<file path="config.mk">
export PLATFORM = sky130hd
export DESIGN_NAME = mem_port_arbiter
export DESIGN_NICKNAME = d
export VERILOG_FILES = /design/src/rtl/mem_port_arbiter.sv
export SDC_FILE = /design/constraint.sdc
export NUM_CORES = 1
export LEC_CHECK = 0
export ABC_CLOCK_PERIOD_IN_PS = 2600
export CAP_MARGIN = 20
export CORE_AREA = 3 3 226 228
export CTS_CLUSTER_DIAMETER = 100
export CTS_CLUSTER_SIZE = 10
export DETAILED_ROUTE_END_ITERATION = 6
export DIE_AREA = 0 0 229 231
export PLACE_DENSITY_LB_ADDON = 0.12
export SLEW_MARGIN = 20
export SYNTH_ARGS = -nofsm -noshare
export SYNTH_HDL_FRONTEND = slang
export SYNTH_SLANG_ARGS = --single-unit
export TNS_END_PERCENT = 30
</file>
<file path="constraint.sdc">
create_clock -name clk_i -period 2.6 [get_ports clk_i]
set_input_delay 0.65 -clock clk_i [delete_from_list [all_inputs] [get_ports clk_i]]
set_output_delay 0.65 -clock clk_i [all_outputs]
set_load 0.01 [all_outputs]
</file>
<file path="src/rtl/mem_port_arbiter.sv">
// Round-robin arbiter sharing one register port between NUM_REQ requesters.
// Optional per-requester grant counters: define MEM_PORT_ARBITER_GRANT_CNT_EN.
module mem_port_arbiter #(
  parameter int NUM_REQ    = 2,
  parameter int ADDR_WIDTH = 64,
  parameter int DATA_WIDTH = 64,
  parameter int CNT_WIDTH  = 32
) (
  input  logic                          clk_i,
  input  logic                          rst_i,
  input  logic [NUM_REQ-1:0]            req_i,
  input  logic [NUM_REQ-1:0]            we_i,
  input  logic [NUM_REQ*ADDR_WIDTH-1:0] addr_i,
  input  logic [NUM_REQ*DATA_WIDTH-1:0] wdata_i,
  output logic [NUM_REQ-1:0]            gnt_o,
  output logic [NUM_REQ-1:0]            rvalid_o,
  output logic [DATA_WIDTH-1:0]         rdata_o,
  output logic                          en_o,
  output logic                          we_o,
  output logic [ADDR_WIDTH-1:0]         address_o,
  output logic [DATA_WIDTH-1:0]         data_o,
  input  logic [DATA_WIDTH-1:0]         data_i,
  output logic [NUM_REQ*CNT_WIDTH-1:0]  grant_cnt_o
);

  localparam int IW = (NUM_REQ > 2) ? $clog2(NUM_REQ) : 1;

  logic [IW-1:0]         rr_ptr;
  logic [IW-1:0]         rd_idx;
  logic                  rd_pend;
  logic [IW-1:0]         win;
  logic                  found;
  logic                  gnt_any;
  logic                  sel_we;
  logic [ADDR_WIDTH-1:0] sel_addr;
  logic [DATA_WIDTH-1:0] sel_wdata;
  logic                  rd_gnt;
  logic [IW-1:0]         ptr_nxt;

  // Pick first requester at/after rr_ptr, else wrap to the lowest one
  always_comb begin
    found     = 1'b0;
    win       = '0;
    sel_we    = 1'b0;
    sel_addr  = '0;
    sel_wdata = '0;
    for (int k = 0; k < NUM_REQ; k++) begin
      if (!found && req_i[k] && (IW'(k) >= rr_ptr)) begin
        found     = 1'b1;
        win       = IW'(k);
        sel_we    = we_i[k];
        sel_addr  = addr_i[k*ADDR_WIDTH +: ADDR_WIDTH];
        sel_wdata = wdata_i[k*DATA_WIDTH +: DATA_WIDTH];
      end
    end
    for (int k = 0; k < NUM_REQ; k++) begin
      if (!found && req_i[k]) begin
        found     = 1'b1;
        win       = IW'(k);
        sel_we    = we_i[k];
        sel_addr  = addr_i[k*ADDR_WIDTH +: ADDR_WIDTH];
        sel_wdata = wdata_i[k*DATA_WIDTH +: DATA_WIDTH];
      end
    end
  end

  // Grant and downstream drive; everything idles to zero in reset
  always_comb begin
    gnt_any   = found && !rst_i;
    gnt_o     = gnt_any ? (NUM_REQ'(1) << win) : '0;
    en_o      = gnt_any;
    we_o      = gnt_any && sel_we;
    address_o = gnt_any ? sel_addr : '0;
    data_o    = (gnt_any && sel_we) ? sel_wdata : '0;
    rd_gnt    = gnt_any && !sel_we;
    ptr_nxt   = (win == IW'(NUM_REQ - 1)) ? '0 : win + 1'b1;
    rvalid_o  = (rd_pend && !rst_i) ? (NUM_REQ'(1) << rd_idx) : '0;
    rdata_o   = data_i;
  end

  // Round-robin pointer and outstanding-read tracking
  always_ff @(posedge clk_i) begin
    if (rst_i) begin
      rr_ptr  <= '0;
      rd_pend <= 1'b0;
      rd_idx  <= '0;
    end else begin
      if (gnt_any) begin
        rr_ptr <= ptr_nxt;
      end
      rd_pend <= rd_gnt;
      if (rd_gnt) begin
        rd_idx <= win;
      end
    end
  end

`ifdef MEM_PORT_ARBITER_GRANT_CNT_EN
  logic [CNT_WIDTH-1:0] cnt_q [NUM_REQ];

  // Per-requester grant counters, wrapping naturally
  always_ff @(posedge clk_i) begin
    if (rst_i) begin
      for (int k = 0; k < NUM_REQ; k++) begin
        cnt_q[k] <= '0;
      end
    end else begin
      for (int k = 0; k < NUM_REQ; k++) begin
        if (gnt_o[k]) begin
          cnt_q[k] <= cnt_q[k] + 1'b1;
        end
      end
    end
  end

  for (genvar g = 0; g < NUM_REQ; g++) begin : g_cnt
    assign grant_cnt_o[g*CNT_WIDTH +: CNT_WIDTH] = cnt_q[g];
  end
`else
  assign grant_cnt_o = '0;
`endif

endmodule

</file>
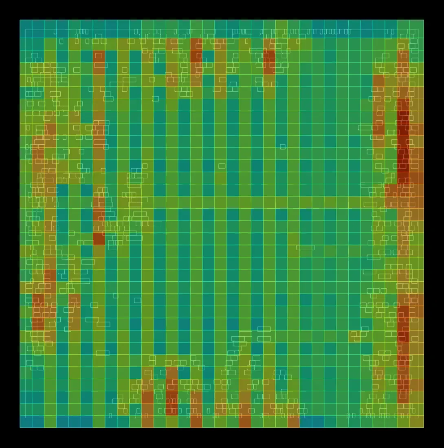
Figure 1: run 1, track usage over the die.
met1 layer usage reported by global route: 8.44%
GRT busiest layer: met2

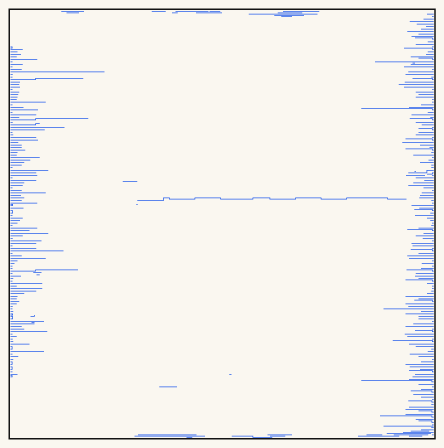
Figure 2: run 1, metal 3.
The layer carries 3020 µm of wire. The longest straight run is 50.4 µm.
M3 GR Usage: 4.55%
total wire length: 24900 µm
Vias: 4470

==> flow_metrics.tcl, run 1 <==
# collected from the flow reports
set metrics [dict create \
    placed_cells_incl_taps 1391 \
    grt_overflow 0 \
    worstSetupPathType "in2out" \
    die_y_um 231 \
    topRoutingLayerUsed "met4" \
    syn_inst 393 \
    power.total_mw 1.62 \
    cp.depth 7 \
    logic_area_um2 2210 \
    ys_types 23 \
    final_net_count 1089 \
    signal_buffer_area_fraction_pct 59.9 \
    initial_core_util_pct 6.38 \
    htreeDepth 1 \
    powerDensity_nw_per_um2 204 \
    cts_buffers 3 \
    met2_length_um 13300 \
    common_cells "buf_4 (137), a32oi_1 (65), a22o_1 (64), nor3_2 (50), buf_2 (27)" \
    p_int_mw 1.03 \
    ant_nets 0 \
    min_period_ps 2570 \
    chipArea_um2 52900 \
    dp_hpwl_um 20200 \
    warning_count 28 \
    startpoint_type "input port" \
    drt_iter0_markers 111 \
    pwr-share-clk_pct 15.0 \
    synth_flops 3 \
    layout_top_cells "clkdlybuf4s50_1 (258), a22o_1 (64), conb_1 (64)" \
    signal_buffers 480 \
    topCombFamilyByArea "buffers and inverters" \
    critPathCaptureType "primary output" \
    nFillCells 5657 \
    required_ps 1950 \
    cp_slowest_cell "bufbuf_16" \
    inverters 1 \
    top_cell "buf_4" \
    mux_share_pct 0 \
    cts_sinks 3 \
    finalCritPeriodShare_pct 98.9 \
    reg.largest.list "rd_idx x1, rd_pend x1, rr_ptr x1" \
    crit_path_end "address_o[3]" \
    grt_use_met2_pct 16.7 \
    cp_max_fo 6 \
    dominant_cells "buffers" \
    min_to "rr_ptr$_SDFFE_PP0P_" \
    grt_pass1_wl_um 34200 \
    clkbuf_count 4 \
    fin_skew_ps 0.799 \
    area_leaders "buf_4 (33%), a32oi_1 (18%), a22o_1 (18%), nor3_2 (16%), buf_2 (4.3%)" \
    die_w_um 229 \
    ys_seq_share_pct 1.92 \
    clock_power_mw 0.243 \
    clkLatencyLatePin_ps 220 \
    status "complete, no violations" \
    cts.repair.resized 394 \
]
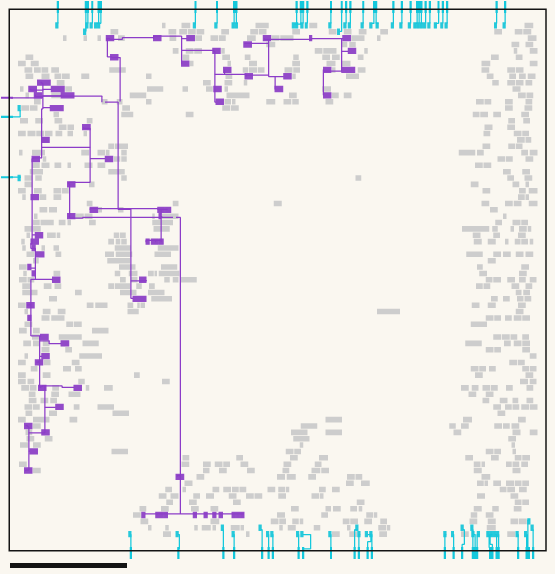
Figure 3: run 1, I/O nets highlighted.
The bar under the picture is 50 µm long.
Key: purple = `rst_i` [direction input, end cells 73, buffers 4, wire 1020 µm]; cyan = `grant_cnt_o` [direction output, end cells 64, buffers 0, wire 429 µm]
number of port buffers: 395
I/O pins: 588

==> run 1 -> run 2 <==
- CTS_CLUSTER_DIAMETER: 100 -> 120
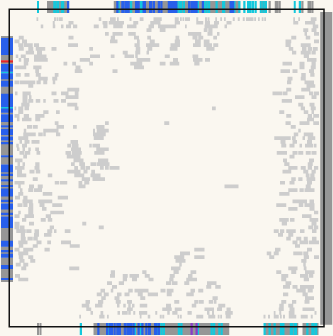
Figure 4: run 2, pin map.
Pins as bars across the die edge, other pins in gray.
Key: purple = `gnt_o` [pins 2, direction output, edge bottom]; cyan = `grant_cnt_o` [pins 64, direction output, edge 34 top, 28 bottom, 2 left]; red = `rst_i` [pins 1, direction input, edge left]; blue = `wdata_i` [pins 128, direction input, edge 71 left, 34 top, 23 bottom]

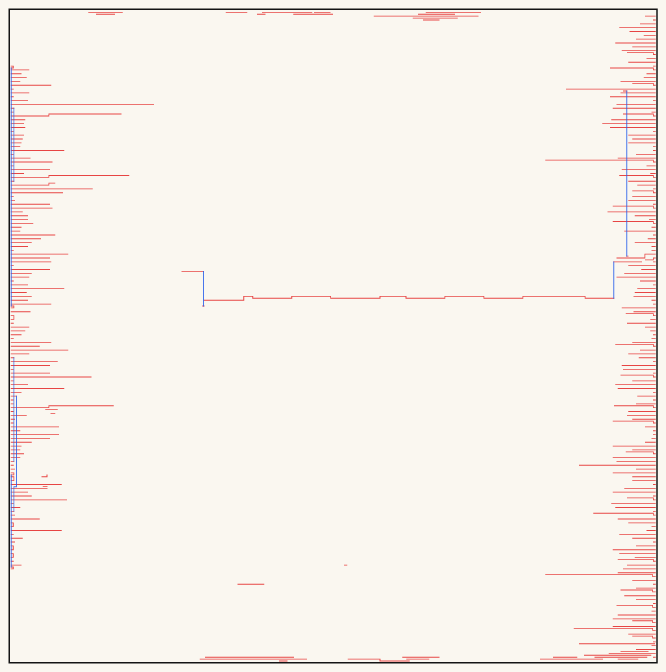
Figure 5: run 2, routed metal, one color a layer.
Only two layers are drawn.
Key: blue = metal 4 [wire length 305 µm]; red = metal 3 [wire length 3020 µm]

==> run 2 against run 1 <==
Worst setup slack is the same. Sequential share of layout area is the same. Sequential power is essentially flat. Non-clock buffer count is the same. Clock power is essentially flat. Clock skew is the same. Register-to-register slack is essentially flat. Synthesized cell count is the same. Count of clock-buffer cells in the layout is the same. Final area is the same. Critical endpoint unchanged.
==> flow_metrics.tcl, run 2 <==
# collected from the flow reports
set metrics [dict create \
    cp_slowest_cell "bufbuf_16" \
    cts_sinks 3 \
    cp_max_fo 6 \
    startpoint_type "input port" \
    rr_startpoint "rr_ptr$_SDFFE_PP0P_" \
    maxPowerGroup "combinational logic" \
    chipArea_um2 52900 \
    reg.largest.list "rd_idx x1, rd_pend x1, rr_ptr x1" \
    dr_total_vias 4470 \
    grtUsageTotal_pct 8.68 \
    drt_iter0_markers 111 \
    status "complete, no violations" \
    pwr-share-clk_pct 15.0 \
    critPathCaptureType "primary output" \
    cp.depth 7 \
    top_cell "buf_4" \
    path_cells "buf_8 > nor2b_4 > nor3_4 > buf_12 > bufbuf_16 > a22o_1 > clkdlybuf4s15_1" \
    crit_path_end "address_o[3]" \
    layout_top_cells "clkdlybuf4s50_1 (258), a22o_1 (64), conb_1 (64)" \
    warning_count 28 \
    syn_inst 393 \
    die_y_um 231 \
    ys_seq_share_pct 1.92 \
    place_area_um2 7570 \
    diodes 1 \
    p_int_mw 1.03 \
    numPortBuffers 395 \
    dp_hpwl_um 20200 \
    mux_share_pct 0 \
    placed_cells_incl_taps 1391 \
    wirelength_um 24900 \
    final_net_count 1089 \
    use_met1_pct 8.44 \
    area_leaders "buf_4 (33%), a32oi_1 (18%), a22o_1 (18%), nor3_2 (16%), buf_2 (4.3%)" \
    power.total_mw 1.62 \
    signal_buffers 480 \
    synth_flops 3 \
    sh_seq_area_pct 0.756 \
    cts.repair.resized 394 \
    die_w_um 229 \
    path_clk_slew_ps 30 \
    fin_skew_ps 0.799 \
    hold_class "reg2reg" \
    ant_nets 0 \
    min_to "rr_ptr$_SDFFE_PP0P_" \
    min_period_ps 2570 \
    clkLatencyLatePin_ps 220 \
    grt_pass1_wl_um 34200 \
    io_pins 588 \
    busiest_layer "met2" \
    htreeDepth 1 \
    signal_buffer_area_fraction_pct 59.9 \
    grt_use_met2_pct 16.7 \
    cts.path.max_buffers 2 \
    inverters 1 \
    nFillCells 5657 \
    dominant_cells "buffers" \
    topCombFamilyByArea "buffers and inverters" \
    grt_overflow 0 \
    grtUsageMet3_pct 4.55 \
    topRoutingLayerUsed "met4" \
    first_global_vias 4794 \
    worstSetupPathType "in2out" \
    pwr-share-seq_pct 3.2 \
    drc 0 \
    grt_max_degree 45 \
    logic_area_um2 2210 \
    yosys_warnings 0 \
    clkbuf_count 4 \
    finalCritPeriodShare_pct 98.9 \
    met2_length_um 13300 \
    powerDensity_nw_per_um2 204 \
    cts_buffers 3 \
    clock_power_mw 0.243 \
]
Power figures rest on the tool's default switching activity, not on a simulated workload.
